==> config.mk <==
export PLATFORM = sky130hd
export DESIGN_NAME = bram_write_arbiter
export DESIGN_NICKNAME = d
export VERILOG_FILES = /design/src/rtl/bram_write_arbiter.sv
export SDC_FILE = /design/constraint.sdc
export NUM_CORES = 1
export LEC_CHECK = 0
export ABC_AREA = 1
export CAP_MARGIN = 20
export CORE_UTILIZATION = 50
export DETAILED_ROUTE_END_ITERATION = 16
export GPL_TIMING_DRIVEN = 0
export HOLD_SLACK_MARGIN = 0.12
export PLACE_DENSITY = 0.83
export SLEW_MARGIN = 10
export SYNTH_ARGS = -nofsm -noshare
export SYNTH_HDL_FRONTEND = slang
export SYNTH_SLANG_ARGS = --single-unit
==> constraint.sdc <==
create_clock -name clk -period 3.3 [get_ports clk]
set_clock_uncertainty 0.05 [all_clocks]
set_input_delay 0.99 -clock clk [delete_from_list [all_inputs] [get_ports clk]]
set_output_delay 0.99 -clock clk [all_outputs]
set_load 0.02 [all_outputs]
==> src/rtl/bram_write_arbiter.sv <==
// Round-robin write-port arbiter for the frame BRAM with a built-in full-memory fill sequencer.
// Requester readies are combinational; every other output is registered.
module bram_write_arbiter #(
  parameter int WIDTH = 8,
  parameter int DEPTH = 256
) (
  input  logic             clk,
  input  logic             rst_n,
  input  logic             req0_valid,
  input  logic [14:0]      req0_addr,
  input  logic [WIDTH-1:0] req0_data,
  output logic             req0_ready,
  input  logic             req1_valid,
  input  logic [14:0]      req1_addr,
  input  logic [WIDTH-1:0] req1_data,
  output logic             req1_ready,
  input  logic             clear_start,
  input  logic [WIDTH-1:0] clear_value,
  output logic             clear_busy,
  output logic             clear_done,
  output logic             addr_err,
  output logic             bram_we,
  output logic [14:0]      bram_addr,
  output logic [WIDTH-1:0] bram_data
);

  localparam logic [0:0]  ST_ARB    = 1'b0;
  localparam logic [0:0]  ST_CLEAR  = 1'b1;
  localparam logic [15:0] DEPTH_EXT = 16'(DEPTH);
  localparam logic [14:0] LAST_ADDR = 15'(DEPTH - 1);

  logic [0:0]       state_q, state_d;
  logic             last_grant_q, last_grant_d;
  logic [14:0]      cnt_q, cnt_d;
  logic [WIDTH-1:0] clr_val_q, clr_val_d;
  logic             bram_we_q, bram_we_d;
  logic [14:0]      bram_addr_q, bram_addr_d;
  logic [WIDTH-1:0] bram_data_q, bram_data_d;
  logic             clear_busy_q, clear_busy_d;
  logic             clear_done_q, clear_done_d;
  logic             addr_err_q, addr_err_d;

  logic             arb_open;
  logic             grant_any;
  logic [14:0]      grant_addr;
  logic [WIDTH-1:0] grant_data;

  // A pending clear blocks both requesters in the same cycle it is raised.
  assign arb_open   = rst_n && (state_q == ST_ARB) && !clear_start;
  assign req0_ready = arb_open && req0_valid && (!req1_valid || last_grant_q);
  assign req1_ready = arb_open && req1_valid && (!req0_valid || !last_grant_q);
  assign grant_any  = req0_ready || req1_ready;
  assign grant_addr = req1_ready ? req1_addr : req0_addr;
  assign grant_data = req1_ready ? req1_data : req0_data;

  always_comb begin
    // NOTE: every next-state signal gets a default first so no path leaves it unassigned (no latches).
    state_d      = state_q;
    last_grant_d = last_grant_q;
    cnt_d        = cnt_q;
    clr_val_d    = clr_val_q;
    bram_we_d    = 1'b0;
    bram_addr_d  = bram_addr_q;
    bram_data_d  = bram_data_q;
    clear_busy_d = clear_busy_q;
    clear_done_d = 1'b0;
    addr_err_d   = 1'b0;

    case (state_q)
      ST_ARB: begin
        if (clear_start) begin
          state_d      = ST_CLEAR;
          cnt_d        = '0;
          clr_val_d    = clear_value;
          bram_we_d    = 1'b1;
          bram_addr_d  = '0;
          bram_data_d  = clear_value;
          clear_busy_d = 1'b1;
        end else if (grant_any) begin
          last_grant_d = req1_ready;
          if ({1'b0, grant_addr} < DEPTH_EXT) begin
            bram_we_d   = 1'b1;
            bram_addr_d = grant_addr;
            bram_data_d = grant_data;
          end else begin
            addr_err_d  = 1'b1;
          end
        end
      end
      ST_CLEAR: begin
        // cnt_q is the address presented on the BRAM port this cycle.
        if (cnt_q == LAST_ADDR) begin
          state_d      = ST_ARB;
          clear_busy_d = 1'b0;
          clear_done_d = 1'b1;
        end else begin
          cnt_d       = cnt_q + 15'd1;
          bram_we_d   = 1'b1;
          bram_addr_d = cnt_q + 15'd1;
          bram_data_d = clr_val_q;
        end
      end
      default: state_d = ST_ARB;
    endcase
  end

  // NOTE: state registers use non-blocking assignments so every flop samples pre-edge values.
  always_ff @(posedge clk or negedge rst_n) begin
    if (!rst_n) begin
      state_q      <= ST_ARB;
      last_grant_q <= 1'b1;
      cnt_q        <= '0;
      clr_val_q    <= '0;
      bram_we_q    <= 1'b0;
      bram_addr_q  <= '0;
      bram_data_q  <= '0;
      clear_busy_q <= 1'b0;
      clear_done_q <= 1'b0;
      addr_err_q   <= 1'b0;
    end else begin
      state_q      <= state_d;
      last_grant_q <= last_grant_d;
      cnt_q        <= cnt_d;
      clr_val_q    <= clr_val_d;
      bram_we_q    <= bram_we_d;
      bram_addr_q  <= bram_addr_d;
      bram_data_q  <= bram_data_d;
      clear_busy_q <= clear_busy_d;
      clear_done_q <= clear_done_d;
      addr_err_q   <= addr_err_d;
    end
  end

  assign bram_we    = bram_we_q;
  assign bram_addr  = bram_addr_q;
  assign bram_data  = bram_data_q;
  assign clear_busy = clear_busy_q;
  assign clear_done = clear_done_q;
  assign addr_err   = addr_err_q;

endmodule
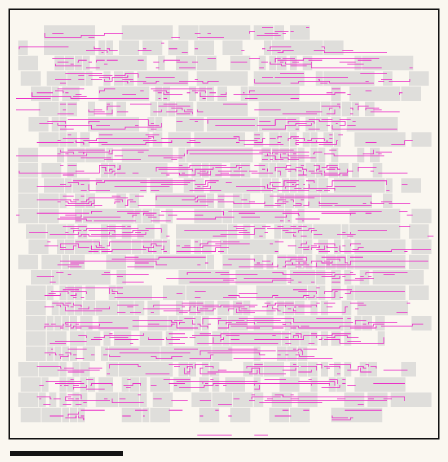
(images/layer_met1.png)
Scale bar: 20 um. Cells faint in the background.
longest straight run = 27.1 um
nets with wire on the layer = 450
met1 GRT Util: 34.1%
vias: 2846

==> Slide: Implementation Results <==
Key Metrics from the Run

Status
  – Status: completed

Final layout
  – Comb area share: 31.1%
  – Reg area: 0.00130 sq mm
  – Final Util: 74.7%
  – Dominant kind of cell: flip-flops and latches
  – Antenna diodes: 0
  – P&R area growth vs syn: 41.8%
  – Net count, final: 518
  – Layout cells sized above 1: 9.15%
  – Multi-input gate area: 0.00121 sq mm
  – #MultiIn Comb: 252
  – Most numerous logic cell after layout: nand2_1
  – Filler cell count: 419
  – Fin area: 0.00389 sq mm
  – Flops: 52
  – Logic inverters: 41
  – Seq/total area: 33.5%
  – Top cells excl fill/tap: nand2_1 (96), clkdlybuf4s50_1 (83), dfrtp_1 (51)

Detailed routing
  – Via density: 5.38
  – Highest metal used: met4
  – ANT nets after route: 0
  – Wire length on met1: 2990 um
  – Drt drc: 0
  – Wire length on met2: 3730 um
  – 1st-pass router iterations: 6

Floorplanning
  – Core box area: 0.00520 sq mm
  – Die area: 0.00579 sq mm
  – Die height: 76.1 um
  – Fp util: 52.7%
  – Die X: 76.1 um
  – Ports: 88
  – Cell Rows: 26

Logic synthesis
  – Net Count, Synth: 419
  – Yosys warning total: 0
  – Synthesized area per cell: 7.64 sq um
  – Post-synthesis cell count from yosys: 359
  – Mux frac, synth: 0%
  – Synth Instances: 359
  – Xor/xnor share: 0%
  – Synthesis area per yosys: 0.00274 sq mm
  – Dominant comb cell: simple AND/OR/NAND/NOR gates
  – Synth Area in Simple Gates: 28.9%

Critical path
  – Kind of critical path: input pin to primary output
  – Cells on worst reg2reg path: 12
  – Critical Path Source: rst_n
  – Reg-to-reg endpoint: bram_addr[4]
  – CP cell instances: buf_4, buf_12, nand2_2, nor2_4, nand2_1, inv_1, dlygate4sd2_1
  – Worst EP required: 2260 ps
  – Worst setup endpoint: req0_ready
  – Worst Path Max Fanout: 20
  – Worst R2R Start: state_q
  – Crit path DAT: 2150 ps

GRT
  – Top Usage Layer GRT: met2
  – Pin count of the biggest net entering global routing: 21
  – Gr ovfl total: 0
  – Vias in the first global route: 2713
  – Tot GR Track Use: 27.1%
  – First-pass GRT wire length: 12400 um

Final timing
  – Final Cycle Share: 96.7%
  – RSZ-0062 raised after global routing: false
  – Max_slew headroom: 63.1%
  – Pins Over Slew Limit: 0
  – Slew @ Worst Pin: 551 ps

Place
  – # port buffers: 87
  – Placement Cell Area: 0.00372 sq mm

Pwr
  – Worst vdd rail ir drop: 358 uV
  – Power Total: 1.97 mW
  – Pwr Density: 507 mW/mm^2

Run
  – Tool warnings: 26

Hold path
  – Hold Path End: bram_addr[12]
  – Hold Crit Class: register to register

CTS
  – Setup Buffers After CTS: 1
  – CTS sink cnt: 52
  – Hold buffer count at CTS: 0
  – CTS tree: built
  – H-tree Lvls: 2
  – CTS root buffer: clkbuf_8
  – Clk pin slew, worst setup/hold paths: 90 ps
  – Clk latency late pin: 310 ps
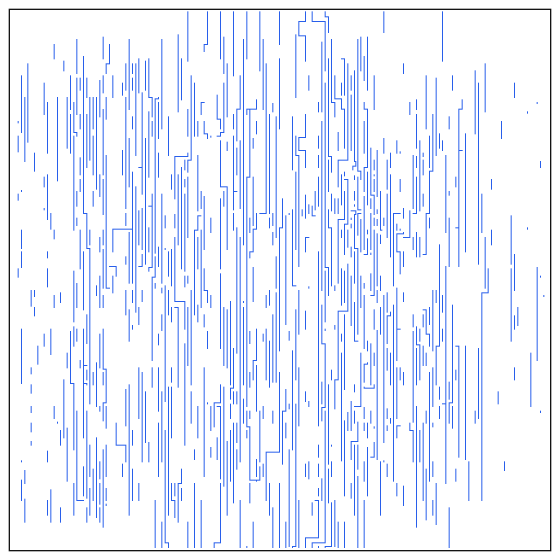
(images/layer_met2.png)
longest straight run = 32.3 um
nets with wire on the layer = 419
drt total wl: 7380 um
grt met2 use: 47.5%

[cells in the mapped netlist]
| master | instances | area share (%) |
|---|---|---|
| nand2_4 | 1 | 0.41 |
| nor2_2 | 1 | 0.23 |
| or2_2 | 1 | 0.23 |
| ha_1 | 1 | 0.46 |
| o21bai_1 | 1 | 0.27 |
| a21oi_1 | 16 | 2.9 |
| dfstp_2 | 1 | 0.96 |
| o211ai_1 | 1 | 0.27 |
| buf_6 | 2 | 0.82 |
| nand4_1 | 4 | 0.91 |
| nand2_1 | 96 | 13 |
| nand2_2 | 5 | 1.1 |
| buf_2 | 9 | 1.6 |
| o2111ai_1 | 1 | 0.32 |
| inv_2 | 2 | 0.27 |
| dfrtp_1 | 51 | 47 |
| o221ai_1 | 6 | 1.9 |
| o21ai_0 | 48 | 8.8 |
| a21boi_0 | 1 | 0.27 |
| nor3_1 | 1 | 0.18 |
| nand3_1 | 38 | 6.9 |
| nand3_4 | 1 | 0.64 |
| inv_1 | 39 | 5.3 |
| nor2_1 | 25 | 3.4 |
| clkbuf_1 | 3 | 0.41 |
| nor2_4 | 4 | 1.6 |
[power breakdown]
group	switching [mW]	total (mW)	internal (mW)	leakage [nW]
sequential	0.102	0.885	0.783	0.626
combinational	0.344	0.651	0.307	1.13
clock	0.212	0.437	0.225	0.0541
total	0.659	1.97	1.31	1.81
[through the flow]
stage,worst slack (ps),hold slack (ps),cells
3_3_place_gp,-2440,423,516
3_5_place_dp,-903,439,517
4_1_cts,5.52,459,526
5_1_grt,25.4,480,529
2_1_floorplan,555,403,359
6_report,110,453,529
[worst max-delay path, delay by kind of cell]
| kind | cells | cell delay [ps] |
|---|---|---|
| simple gates | 3 | 270 |
| buf+inv | 4 | 870 |
Power and IR drop assume default switching activity.
